===== config.mk =====
export PLATFORM = sky130hd
export DESIGN_NAME = ternary_sum_tree_acc
export DESIGN_NICKNAME = d
export VERILOG_FILES = /design/src/rtl/ternary_sum_tree_acc.sv
export SDC_FILE = /design/constraint.sdc
export NUM_CORES = 1
export LEC_CHECK = 0
export CORE_ASPECT_RATIO = 0.9
export CORE_UTILIZATION = 50
export CTS_CLUSTER_SIZE = 8
export DETAILED_ROUTE_END_ITERATION = 10
export PLACE_DENSITY = 0.79
export SYNTH_ARGS = -nofsm -noshare
export SYNTH_HDL_FRONTEND = slang
export SYNTH_SLANG_ARGS = --single-unit

===== constraint.sdc =====
create_clock -name clk_i -period 8.4 [get_ports clk_i]
set_input_delay 1.26 -clock clk_i [delete_from_list [all_inputs] [get_ports clk_i]]
set_output_delay 1.26 -clock clk_i [all_outputs]
set_load 0.01 [all_outputs]

===== src/rtl/ternary_sum_tree_acc.sv =====
// ternary_sum_tree_acc: pipelined NCHAN-input unsigned adder tree of registered
// 3:1 adds, followed by a windowed accumulator over ACC_LEN valid tree outputs.
//
// Ports:
//   clk_i        clock
//   rst_i        synchronous reset, active-high
//   dat_i        packed inputs, channel k = dat_i[k*INBITS +: INBITS]
//   valid_i      dat_i qualifier
//   clear_i      abort the current accumulator window
//   sum_o        exact tree sum, NSTAGE cycles after dat_i
//   sum_valid_o  sum_o qualifier
//   acc_o        last completed window total (held)
//   acc_valid_o  one-cycle strobe when acc_o updates
//   ovf_o        only with TERN_ACC_SATURATE_EN: the held window clamped
//
// Optional feature macro: TERN_ACC_SATURATE_EN (saturating accumulator + ovf_o).
// Without it the accumulator wraps modulo 2^ACCBITS.
module ternary_sum_tree_acc #(
    parameter  int NCHAN   = 8,
    parameter  int INBITS  = 5,
    parameter  int ACC_LEN = 4,
    parameter  int ACCBITS = 10,
    localparam int SUMBITS = INBITS + $clog2(NCHAN)
) (
    input  logic                      clk_i,
    input  logic                      rst_i,
    input  logic [NCHAN*INBITS-1:0]   dat_i,
    input  logic                      valid_i,
    input  logic                      clear_i,
    output logic [SUMBITS-1:0]        sum_o,
    output logic                      sum_valid_o,
    output logic [ACCBITS-1:0]        acc_o,
    output logic                      acc_valid_o
`ifdef TERN_ACC_SATURATE_EN
    ,
    output logic                      ovf_o
`endif
);

    // Number of terms alive after s ternary reduction stages.
    function automatic int nterms(input int s);
        int n;
        n = NCHAN;
        for (int i = 0; i < s; i++) n = (n + 2) / 3;
        return n;
    endfunction

    function automatic int calc_nstage();
        int n;
        int s;
        n = NCHAN;
        s = 0;
        while (n > 1) begin
            n = (n + 2) / 3;
            s++;
        end
        return (s < 1) ? 1 : s;
    endfunction

    localparam int NSTAGE = calc_nstage();
    localparam int CNTW   = (ACC_LEN > 1) ? $clog2(ACC_LEN) : 1;
    localparam logic [CNTW-1:0] LAST = CNTW'(ACC_LEN - 1);

    typedef logic [SUMBITS-1:0] word_t;

    // Every stage is carried at full SUMBITS width, so no stage can truncate.
    word_t             lvl0   [NCHAN];
    word_t             tree_d [NSTAGE][NCHAN];
    word_t             tree_q [NSTAGE][NCHAN];
    logic [NSTAGE-1:0] vld_d, vld_q;

    always_comb begin
        for (int k = 0; k < NCHAN; k++) begin
            lvl0[k] = SUMBITS'(dat_i[k*INBITS +: INBITS]);
        end
    end

    // Terms 3j..3j+2 of stage s feed term j of stage s+1; a short last
    // group (1 or 2 terms) simply passes or adds what exists.
    always_comb begin
        for (int s = 0; s < NSTAGE; s++) begin
            for (int j = 0; j < NCHAN; j++) begin
                tree_d[s][j] = '0;
                if (j < nterms(s + 1)) begin
                    for (int t = 0; t < 3; t++) begin
                        int idx;
                        idx = 3 * j + t;
                        if (idx < nterms(s)) begin
                            if (s == 0) begin
                                tree_d[s][j] = tree_d[s][j] + lvl0[idx];
                            end else begin
                                tree_d[s][j] = tree_d[s][j]
                                             + tree_q[(s == 0) ? 0 : s - 1][idx];
                            end
                        end
                    end
                end
            end
        end
    end

    always_comb begin
        vld_d[0] = valid_i;
        for (int s = 1; s < NSTAGE; s++) vld_d[s] = vld_q[s-1];
    end

    always_ff @(posedge clk_i) begin
        if (rst_i) begin
            vld_q <= '0;
            for (int s = 0; s < NSTAGE; s++) begin
                for (int j = 0; j < NCHAN; j++) tree_q[s][j] <= '0;
            end
        end else begin
            vld_q <= vld_d;
            for (int s = 0; s < NSTAGE; s++) begin
                for (int j = 0; j < NCHAN; j++) tree_q[s][j] <= tree_d[s][j];
            end
        end
    end

    assign sum_o       = tree_q[NSTAGE-1][0];
    assign sum_valid_o = vld_q[NSTAGE-1];

    logic [CNTW-1:0]    cnt_d, cnt_q, base_cnt;
    logic [ACCBITS-1:0] acc_d, acc_q, base_acc, acc_new;
    logic [ACCBITS-1:0] res_d, res_q;
    logic               stb_d, stb_q;

`ifdef TERN_ACC_SATURATE_EN
    localparam int WIDE = ((ACCBITS > SUMBITS) ? ACCBITS : SUMBITS) + 1;
    logic [WIDE-1:0] acc_wide;
    logic            clamp, base_ovf;
    logic            wovf_d, wovf_q, ovf_d, ovf_q;
`endif

    always_comb begin
        // clear_i restarts the window, so a coincident beat becomes beat 0.
        base_cnt = clear_i ? '0 : cnt_q;
        base_acc = (base_cnt == '0) ? '0 : acc_q;
`ifdef TERN_ACC_SATURATE_EN
        base_ovf = (base_cnt == '0) ? 1'b0 : wovf_q;
        acc_wide = WIDE'(base_acc) + WIDE'(sum_o);
        clamp    = acc_wide > WIDE'({ACCBITS{1'b1}});
        acc_new  = clamp ? '1 : acc_wide[ACCBITS-1:0];
        wovf_d   = wovf_q;
        ovf_d    = ovf_q;
`else
        acc_new  = base_acc + ACCBITS'(sum_o);
`endif
        cnt_d = base_cnt;
        acc_d = acc_q;
        res_d = res_q;
        stb_d = 1'b0;
        if (sum_valid_o) begin
            if (base_cnt == LAST) begin
                cnt_d = '0;
                res_d = acc_new;
                stb_d = 1'b1;
`ifdef TERN_ACC_SATURATE_EN
                ovf_d = base_ovf | clamp;
`endif
            end else begin
                cnt_d = base_cnt + 1'b1;
                acc_d = acc_new;
`ifdef TERN_ACC_SATURATE_EN
                wovf_d = base_ovf | clamp;
`endif
            end
        end
    end

    always_ff @(posedge clk_i) begin
        if (rst_i) begin
            cnt_q  <= '0;
            acc_q  <= '0;
            res_q  <= '0;
            stb_q  <= 1'b0;
`ifdef TERN_ACC_SATURATE_EN
            wovf_q <= 1'b0;
            ovf_q  <= 1'b0;
`endif
        end else begin
            cnt_q  <= cnt_d;
            acc_q  <= acc_d;
            res_q  <= res_d;
            stb_q  <= stb_d;
`ifdef TERN_ACC_SATURATE_EN
            wovf_q <= wovf_d;
            ovf_q  <= ovf_d;
`endif
        end
    end

    assign acc_o       = res_q;
    assign acc_valid_o = stb_q;
`ifdef TERN_ACC_SATURATE_EN
    assign ovf_o       = ovf_q;
`endif

endmodule


==> run_results.csv, run 1 <==
group,metric,value,unit
yosys,async_flop_share,0,%
yosys,ys_cells,345,
clock_network,clk_path_buf_depth,2,
yosys,numSynthFlops,53,
power,p_sw_share,31.52,%
floorplan,fp.dieH,77.96,µm
worst_setup_path,worstPathArrival,4.20,ns
yosys,aoi_share,13.58,%
sta,clock.fmax,251.7,MHz
run,max_cap_viol_count,0,
placement,pre_cts_ws,4.122,ns
power,power.share.sequential,41.7,%
yosys,syn_avg_cell_area,9.292,µm²
floorplan,core,6148,µm²
clock_network,cts_root_buf,"clkbuf_8",
grt,grt_first_pass_wirelength,10710,µm
floorplan,row_count,27,
sta,postLayoutSetupSlackWorst,4.428,ns
grt,antenna_found_initial,0,
sta,setup_violations,0,
clock_network,path_clk_slew,0.09,ns
yosys,synth_nets,440,
clock_network,cts_setup_buffers,0,
outcome,status,"complete, no violations",
yosys,netlist.area_leader.share,33.10,%
yosys,synthDistinctLibCells,40,
floorplan,die_area,6736,µm²
yosys,fa_ha_area_share,24.82,%
power,intPower,496.1,µW
min_path,hold_path_class,"reg2reg",
floorplan,die_w,86.40,µm
yosys,synthMostInstantiatedCell,"dfxtp_1",
routing,drc,0,
floorplan,initial_core_util,52.14,%
sta,hold_viol,0,
power,cellLeakagePower,1.694,nW
sta,rsz0062_at_grt,"false",
sta,slew_violations,0,
clock_network,cts_buffers,5,
worst_setup_path,crit_chain,"clkdlybuf4s50_1 > nand2b_1 > ha_1 > nor2b_1 > ha_1 > inv_1 > fa_1 > nor2b_4 > o31a_1 > or4b_1 > o311a_2 > o31ai_2",
min_path,holdPathStages,1,
worst_setup_path,cp-start-kind,"input port",
grt,first_global_vias,2488,
clock_network,cts_sinks,53,
worst_setup_path,crit_top_cell,"ha_1",
worst_setup_path,cp_slowest_stage_delay,0.48,ns
yosys,synth_xor_xnor_area_share,3.552,%
power,clkPwrFrac,21.6,%
yosys,ys_seq_share,33.10,%
worst_setup_path,path_max_fanout,13,
yosys,synthCells,345,
yosys,logic_family,"adder cells",
yosys,syn_area,3206,µm²
sta,skew,0.002162,ns
yosys,top_cells_by_count,"dfxtp_1, nor2_1, ha_1, inv_1, nor2b_1",
routing,vias,2522,
worst_setup_path,rr_worst_depth,12,
clock_network,cts_tree,"done",
power,combPwrFrac,36.7,%
power,peakVddDrop,0.09155,mV
clock_network,cts-hold-fix-buffers,0,
final_layout,final_nets,497,
yosys,topCellsByArea,"dfxtp_1, fa_1, ha_1",
sta,tns,0,ns
grt,grt_max_degree,71,
grt,overflow,0,
yosys,mux_share,0.6245,%
run,openroad.warnings,27,
floorplan,ios,64,
sta,period_minus_slack,3.972,ns
clock_network,ctsResizeCount,0,
sta,slew_headroom,23.43,%
power,switchingPower,228.3,µW
yosys,top_area_cell,"dfxtp_1",
yosys,ys_area,3206,µm²
worst_setup_path,required,8.63,ns
final_layout,diodes,0,
placement,port_buffers,63,
final_layout,syn2layout_area_growth,24.55,%
clock_network,cts_htree_levels,2,
sta,tightest_slew,1.149,ns
sta,finalClockPeriodUsage,47.29,%
yosys,simple_gate_share,19.28,%
routing,via_per_inst,5.147,
yosys,yosys_warnings,0,
worst_setup_path,worst_setup_path_end_kind,"flop",
final_layout,drive_above_1_share,3.226,%
clock_network,insertion_delay,0.31,ns
placement,gp_congestion,0.8619,
yosys,synthFlopType,"dfxtp_1",
worst_setup_path,regToRegSetupSlack,5.49,ns
placement,place_hpwl,4692,µm
## run 1: kinds of logic (layout without fill, tap and decap cells)
| kind of cell | after synthesis | count (layout) |
|---|---|---|
| multiplexers | 2 | 2 |
| buffers and inverters | 43 | 101 |
| adder cells (fa/ha/maj) | 51 | 51 |
| flip-flops | 53 | 53 |
| AND/OR/NAND/NOR | 118 | 118 |
| XOR/XNOR | 13 | 13 |
| AND-OR/OR-AND | 65 | 65 |
## run 1: worst paths after layout
kind / start / end
hold reg to reg: vld_q[0] / vld_q[1]
setup reg to reg: cnt_q[0] / acc_o[6]
setup / recovery: clear_i / acc_o[6]
hold / removal: vld_q[0] / vld_q[1]
## run 1: routing by layer
| metal | up-vias | GRT usage, % | share of wire (%) |
|---|---|---|---|
| met5 | - | 0 | 0 |
| met4 | 0 | 5.500 | 1.3 |
| met3 | 10 | 3.723 | 3.9 |
| met2 | 56 | 35.24 | 49 |
| met1 | 1185 | 25.61 | 45 |
| li1 | 1271 | - | - |
## run 1: metrics by stage
| stage | power [mW] | std cells | hold WS (ns) | cell area (µm²) |
|---|---|---|---|---|
| floorplan | 0.4843 | 345 | 0.4138 | 3206 |
| global placement | 0.5647 | 482 | 0.4249 | 3891 |
| detailed placement | 0.5744 | 482 | 0.4248 | 3891 |
| CTS | 0.7317 | 490 | 0.4472 | 3993 |
| global route | 0.7809 | 490 | 0.4643 | 3993 |
| finish | 0.7244 | 490 | 0.4424 | 3993 |
## run 1: sequential cells by signal, summed over array words and instances, names as in the netlist
| name | cells |
|---|---|
| acc_o | 10 |
| vld_q | 2 |
| tree_q | 28 |
| acc_valid_o | 1 |
| acc_q | 10 |
| cnt_q | 2 |
## run 1: worst max-delay path: cells and delay by family
kind	cells	cell delay [ns]
simple gates	4	0.78
buf+inv	2	0.55
compound gates	3	0.66
fa+ha+maj	3	0.93
## run 1: cell type report
cell class	count	area, µm²
Fill cell	552	2156
Multi-Input combinational cell	249	1983
Sequential cell	53	1061
Timing Repair Buffer	63	625.6
Inverter	30	112.6
Tap cell	87	108.9
Clock buffer	7	96.34
Clock inverter	1	5.005
## run 1: power groups by stage
stage	clock (mW)	sequential, mW	combinational (mW)
2_1_floorplan	0	0.309	0.175
3_3_place_gp	0	0.308	0.257
3_5_place_dp	0	0.308	0.266
4_1_cts	0.161	0.303	0.268
5_1_grt	0.172	0.306	0.303
6_report	0.157	0.302	0.266
## run 1: layout by cell type (no fill, tap or decap), drive strengths merged, types with 2 or more instances in the layout
cell / Yosys / final
a21o: 10 / 10
nor2: 39 / 39
nand4b: 2 / 2
xnor2: 6 / 6
a21oi: 21 / 21
nor3: 7 / 7
nand3: 3 / 3
inv: 30 / 30
a31oi: 2 / 2
nor3b: 6 / 6
a211oi: 5 / 5
nand2: 19 / 19
clkdlybuf4s50: 0 / 62
nand2b: 4 / 4
o31ai: 2 / 2
o311ai: 2 / 2
nor2b: 26 / 26
or4: 4 / 4
o211ai: 2 / 2
a2111oi: 2 / 2
o21ai: 8 / 8
nand3b: 5 / 5
dfxtp: 53 / 53
o21a: 4 / 4
clkbuf: 12 / 7
xor2: 7 / 7
ha: 30 / 30
mux2i: 2 / 2
fa: 21 / 21
Figure 1. Sequential cells grouped by signal name (run 1).
The bar under the picture is 20 µm long.
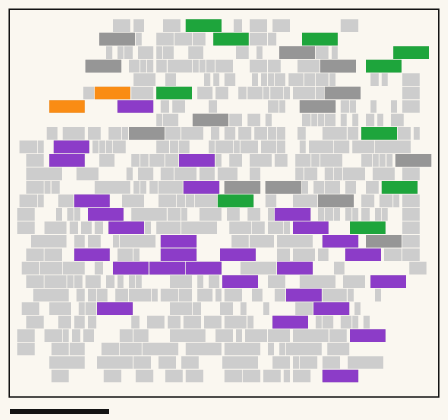
acc_o: shown in green, flops 10. tree_q: shown in purple, flops 28. vld_q: shown in orange, flops 2.
Another 13 sequential cells are not coloured.
Seq group: 302 µW
register area: 1061 µm²
Layout Utilization: 64.94%
Seq/total area: 26.57%

Figure 2. Close-up of the layout (run 1).
The bar under the picture is 5 µm long. Window x 33 to 53, y 45 to 65 µm. Cells in grey, sequential cells in the stronger grey; small squares are vias.
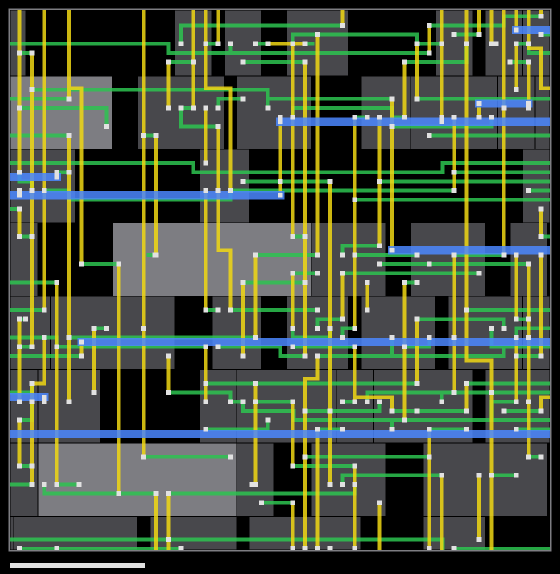
met1: shown in green. met2: shown in yellow. met3: shown in blue.
Sequential cells in the window: 3. 35 logic cells have their middle in the window. Most frequent: nor2_1 (6), dfxtp_1 (3).

Figure 3. Routed metal, one colour a layer (run 1).
The bar under the picture is 20 µm long.
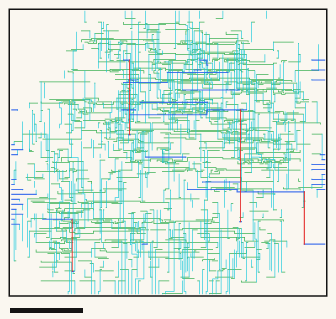
met1: shown in green, wire length 2,740 µm. met2: shown in cyan, wire length 2,990 µm. met3: shown in blue, wire length 238 µm. met4: shown in red, wire length 79.6 µm.
routed wire length: 6049 µm
GRT Overall Usage: 20.25%
Routed WL per cell: 12.34 µm

Figure 4. Routing congestion map (run 1).
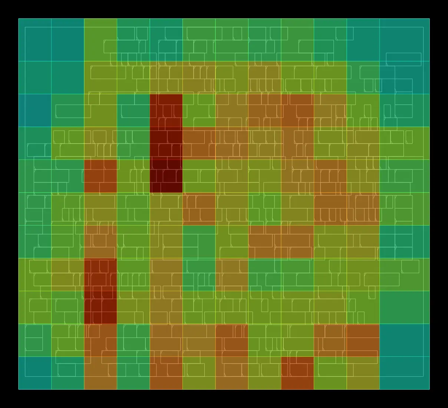
routing usage on met3: 3.723%
met1 GRT Util: 25.61%

Figure 5. Logic cells by family (run 1).
The bar under the picture is 20 µm long.
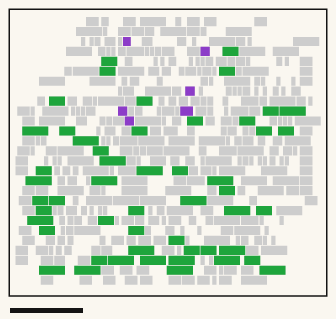

==> run 2: changes to the inputs <==
CORE_UTILIZATION = 47   (was 50)
PLACE_DENSITY = 0.78   (was 0.79)
clock period = 3.5 ns   (was 8.4 ns; I/O delays follow)
Figure 6. Logic cells by family (run 2).
The bar under the picture is 20 µm long.
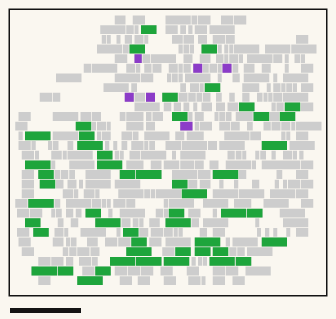
adder and majority cells: shown in green, cells 51. AND and OR gates: shown in purple, cells 6, where north.
Cell Count, Final, Fillers Out: 496
most instantiated logic cell after routing: clkdlybuf4s50_1
logic share of the area: 49.16%

==> run_results.csv, run 2 <==
group,metric,value,unit
floorplan,ios,64,
power,cellLeakagePower,1.712,nW
yosys,numSynthFlops,53,
grt,first_global_vias,2537,
clock_network,clk_path_buf_depth,2,
yosys,ys_seq_share,33.10,%
yosys,topCellsByArea,"dfxtp_1, fa_1, ha_1",
floorplan,die_area,7155,µm²
clock_network,cts_tree,"done",
placement,port_buffers,63,
grt,grt_max_degree,71,
yosys,synthMostInstantiatedCell,"dfxtp_1",
worst_setup_path,path_max_fanout,9,
yosys,ys_area,3206,µm²
sta,finalClockPeriodUsage,88.34,%
sta,tns,0,ns
final_layout,final_nets,500,
yosys,synthDistinctLibCells,40,
final_layout,syn2layout_area_growth,25.84,%
yosys,syn_area,3206,µm²
yosys,yosys_warnings,0,
sta,skew,0.007543,ns
min_path,hold_path_class,"reg2reg",
run,openroad.warnings,27,
yosys,synth_nets,440,
run,max_cap_viol_count,0,
worst_setup_path,cp-start-kind,"input port",
floorplan,fp.dieH,80.35,µm
yosys,synthFlopType,"dfxtp_1",
sta,period_minus_slack,3.092,ns
worst_setup_path,worst_setup_path_end_kind,"flop",
worst_setup_path,worstPathArrival,3.23,ns
floorplan,die_w,89.05,µm
final_layout,drive_above_1_share,3.695,%
worst_setup_path,timing.rr.start,"cnt_q[0]",
final_layout,mostFrequentLayoutCells,"clkdlybuf4s50_1, dfxtp_1, nor2_1",
clock_network,cts_setup_buffers,0,
clock_network,insertion_delay,0.31,ns
worst_setup_path,crit_chain,"clkdlybuf4s50_1 > nand2b_1 > ha_1 > buf_4 > nor2b_1 > ha_1 > a2111oi_0 > o21ai_0 > a31oi_1 > or4_1 > a31oi_1",
final_layout,largest_reg_flops,28,
yosys,top_cells_by_count,"dfxtp_1, nor2_1, ha_1, inv_1, nor2b_1",
final_layout,regMostFlops,"tree_q",
floorplan,core,6586,µm²
yosys,ys_cells,345,
sta,tightest_slew,1.182,ns
clock_network,cts_sinks,53,
yosys,syn_avg_cell_area,9.292,µm²
final_layout,diodes,0,
min_path,worstHoldStart,"vld_q[0]",
routing,via_per_inst,5.089,
outcome,status,"complete, no violations",
clock_network,ctsResizeCount,0,
final_layout,utilization,61.25,%
floorplan,row_count,28,
clock_network,cts_buffers,5,
clock_network,cts_htree_levels,2,
placement,place_hpwl,5080,µm
floorplan,initial_core_util,48.67,%
sta,slew_headroom,21.18,%
yosys,netlist.area_leader.share,33.10,%
placement,gp_congestion,0.8791,
yosys,async_flop_share,0,%
power,peakVddDrop,0.2362,mV
grt,grt_first_pass_wirelength,11210,µm
sta,hold_viol,0,
Figure 7. Routed metal, one colour a layer (run 2).
The bar under the picture is 20 µm long.
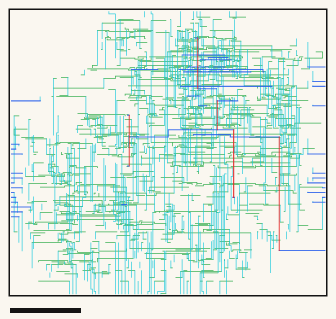
met1: shown in green, wire length 2,740 µm. met3: shown in blue, wire length 280 µm. met2: shown in cyan, wire length 3,300 µm. met4: shown in red, wire length 87.7 µm.
vias post-DR: 2,524
routed wire length: 6411 µm
Routed WL per cell: 12.93 µm
GRT Overall Usage: 20.64%

## run 2: area by class of cell
class                   instances  area [µm²]
clock inverters                 1       30.03
multi-input cells             249        1983
flip-flops and latches         53        1061
well taps                      90       112.6
clock buffers                   7       86.33
inverters                      30       112.6
fillers                       591        2552
repair buffers                 66       648.1
## run 2: where the power goes
| part | internal (mW) | switching (mW) |
|---|---|---|
| sequential | 0.679 | 0.0496 |
| combinational | 0.336 | 0.315 |
| clock | 0.233 | 0.193 |
## run 2: critical path, delay by kind of cell
family	cells	cell delay (ns)
compound gates	4	1.01
fa+ha+maj	2	0.67
buf+inv	2	0.68
simple gates	3	0.36
## run 2: metrics by stage
step	hold WS, ns	instance area (µm²)	std cells	setup WS [ns]
6_report	0.4442	4034	496	0.4082
5_1_grt	0.4717	4034	496	0.1018
3_3_place_gp	0.4278	3918	488	0.2199
4_1_cts	0.4472	4034	496	0.4458
3_5_place_dp	0.4246	3918	488	0.1428
2_1_floorplan	0.4138	3206	345	0.5918
## run 2: metal layers
| metal | track usage [%] | wire, µm | share of wire, % | up-vias |
|---|---|---|---|---|
| met2 | 37.77 | 3304 | 52 | 60 |
| met1 | 24.81 | 2740 | 43 | 1171 |
| met4 | 6.190 | 87 | 1.4 | 0 |
| li1 | - | - | - | 1282 |
| met3 | 2.980 | 279 | 4.4 | 11 |
| met5 | 0 | 0 | 0 | - |
## run 2: logic make-up (layout without fill, tap and decap cells)
logic type | Yosys count | in the layout | synth area share [%]
multiplexers | 2 | 2 | 0.6245
AND-OR/OR-AND | 65 | 65 | 13.58
adder cells (fa/ha/maj) | 51 | 51 | 24.82
AND/OR/NAND/NOR | 118 | 118 | 19.28
buffers and inverters | 43 | 104 | 5.035
XOR/XNOR | 13 | 13 | 3.552
flip-flops | 53 | 53 | 33.10
## run 2: worst paths after layout
kind	end	slack, ns	cells after the start
hold / removal	vld_q[1]	0.44	1
setup reg to reg	acc_q[9]	0.75	11
hold reg to reg	vld_q[1]	0.44	1
setup / recovery	acc_q[9]	0.41	11
Figure 8. Sequential cells grouped by signal name (run 2).
The bar under the picture is 20 µm long.
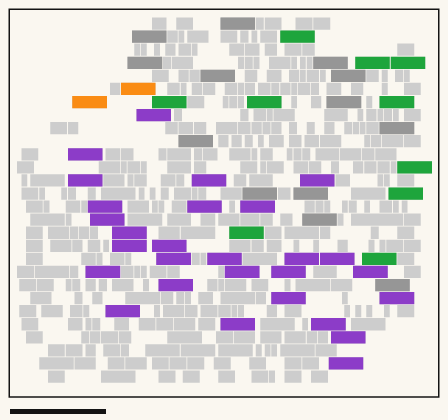

==> run 3: changes to the inputs <==
CORE_UTILIZATION = 48   (was 47)
CTS_BUF_LIST = sky130_fd_sc_hd__clkbuf_8   (was default)
GPL_TIMING_DRIVEN = 1   (was default)
PLACE_DENSITY = 0.79   (was 0.78)
Figure 9. Sequential cells grouped by signal name (run 3).
The bar under the picture is 20 µm long.
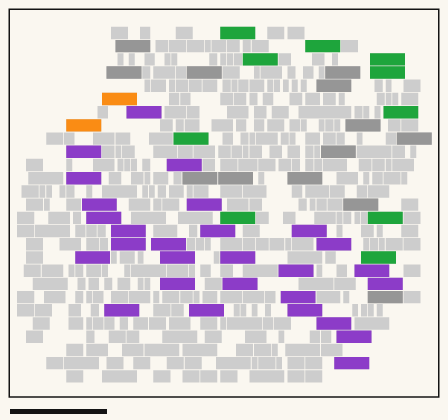
Seq group: 724 µW
Layout Utilization: 64.16%

Figure 10. Routing congestion map (run 3).
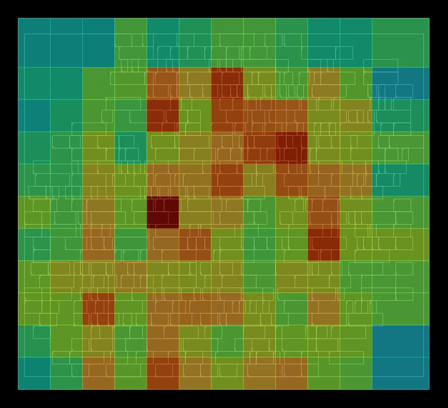
routing usage on met3: 3.309%
GR Layer Usage met2: 34.81%
Routed WL per cell: 12.59 µm

==> run_results.csv, run 3 <==
group,metric,value,unit
final_layout,largest_reg_flops,28,
yosys,syn_avg_cell_area,9.292,µm²
yosys,logic_family,"adder cells",
sta,skew,0.003460,ns
power,peakVddDrop,0.2138,mV
min_path,holdPathStages,1,
final_layout,final_nets,500,
worst_setup_path,worstSetupPathType,"in2reg",
outcome,status,"complete, no violations",
clock_network,cts-hold-fix-buffers,0,
sta,period_minus_slack,3.214,ns
grt,first_global_vias,2506,
sta,finalClockPeriodUsage,91.84,%
final_layout,syn2layout_area_growth,25.76,%
yosys,numSynthFlops,53,
clock_network,cts_buffers,5,
yosys,async_flop_share,0,%
yosys,aoi_share,13.58,%
floorplan,core,6284,µm²
routing,first_iter_violations,152,
placement,placed_cells,485,
worst_setup_path,worstPathArrival,3.35,ns
yosys,topCellsByArea,"dfxtp_1, fa_1, ha_1",
yosys,synthDistinctLibCells,40,
yosys,ys_seq_share,33.10,%
yosys,netlist.area_leader.share,33.10,%
yosys,yosys_warnings,0,
sta,tns,0,ns
yosys,top_cells_by_count,"dfxtp_1, nor2_1, ha_1, inv_1, nor2b_1",
yosys,mux_share,0.6245,%
worst_setup_path,path_max_fanout,9,
floorplan,ios,64,
clock_network,cts_root_buf,"clkbuf_8",
yosys,fa_ha_area_share,24.82,%
run,openroad.warnings,27,
clock_network,cts_sinks,53,
sta,holdWs,0.4444,ns
floorplan,row_count,27,
routing,drt-total-wl,6209,µm
yosys,synthFlopType,"dfxtp_1",
routing,via_per_inst,5.079,
grt,grt_first_pass_wirelength,10950,µm
worst_setup_path,cp-start-kind,"input port",
yosys,synth-edff-count,0,
final_layout,mostFrequentLayoutCell,"clkdlybuf4s50_1",
final_layout,regMostFlops,"tree_q",
yosys,ys_cells,345,
final_layout,instances_no_fill,493,
final_layout,postLayoutCellArea,4031,µm²
grt,track_usage,19.95,%
clock_network,clk_path_buf_depth,2,
sta,tightest_slew,1.153,ns
power,cellLeakagePower,1.716,nW
floorplan,fp.dieH,79.53,µm
clock_network,cts_tree,"done",
yosys,simple_gate_share,19.28,%
placement,postPlaceCellArea,3914,µm²
power,finalPower,1.779,mW
placement,port_buffers,63,
worst_setup_path,crit_chain,"clkdlybuf4s50_1 > nand2b_1 > ha_1 > buf_4 > nor2b_1 > ha_1 > a2111oi_1 > o21ai_0 > a31oi_1 > or4_1 > a31oi_1",
yosys,syn_area,3206,µm²
worst_setup_path,worst_setup_path_end_kind,"flop",
sta,postLayoutSetupSlackWorst,0.2857,ns
clock_network,cts_htree_levels,2,
yosys,synthMostInstantiatedCell,"dfxtp_1",
final_layout,drive_above_1_share,3.695,%
placement,gp_congestion,0.9139,
yosys,synth_nets,440,
clock_network,insertion_delay,0.30,ns
placement,pre_cts_ws,0.03613,ns
floorplan,initial_core_util,51.02,%
yosys,ys_area,3206,µm²
routing,vias,2504,
final_layout,diodes,0,
placement,place_hpwl,4855,µm
final_layout,mostFrequentLayoutCells,"clkdlybuf4s50_1, dfxtp_1, nor2_1",
grt,grt_max_degree,71,
yosys,synth_xor_xnor_area_share,3.552,%
floorplan,die_area,7009,µm²
min_path,hold_path_class,"reg2reg",
sta,hold_viol,0,
sta,clock.fmax,311.1,MHz
worst_setup_path,rr_worst_depth,11,
sta,rsz0062_at_grt,"false",
floorplan,die_w,88.14,µm
sta,setup_violations,0,
sta,slew_headroom,23.12,%
clock_network,cts_setup_buffers,0,
worst_setup_path,critPathSlowestCell,"clkdlybuf4s50_1",
run,max_cap_viol_count,0,
==> run 3: cell counts after synthesis <==
No cell type changed its count.
==> run 3: power breakdown <==
part,total [mW],internal (mW),switching (mW)
logic,0.638,0.334,0.304
registers,0.724,0.679,0.0457
clock network,0.417,0.230,0.187
==> run 3: critical path: cells and delay by family <==
family / cells / cell delay [ns]
buf+inv: 2 / 0.68
compound gates: 4 / 1.07
fa+ha+maj: 2 / 0.68
simple gates: 3 / 0.38
==> run 3: per-layer routing <==
metal	vias up	wire length (µm)	global-route usage [%]
met4	0	65	6.129
met2	51	3106	34.81
met1	1159	2830	25.11
li1	1285	-	-
met3	9	207	3.309
met5	-	0	0
==> run 3: logic make-up (layout without fill, tap and decap cells) <==
group,count (synthesis),after routing
simple gates,118,118
xor+xnor,13,13
buf+inv,43,104
flops,53,53
mux,2,2
fa+ha+maj,51,51
compound gates,65,65
==> run 3: final timing paths <==
path                            slack [ns]     start       end
worst max-delay path                  0.29   clear_i  acc_q[9]
worst min-delay path                  0.44  vld_q[0]  vld_q[1]
worst max register to register        0.63  cnt_q[0]  acc_q[9]
worst min register to register        0.44  vld_q[0]  vld_q[1]
==> run 3: what timing repair did <==
action,in CTS,in global routing
setup endpoints to repair,0,1
gates resized,0,1
endpoints found under the hold margin,0,0
==> run 3: cell type report <==
type,instances,area [µm²]
repair buffers,66,648.1
well taps,87,108.9
clock inverters,2,33.78
clock buffers,6,82.58
flip-flops and latches,53,1061
inverters,30,112.6
multi-input cells,249,1984
fillers,538,2252
No activity file was given, so power comes from the tool's default toggle rates.
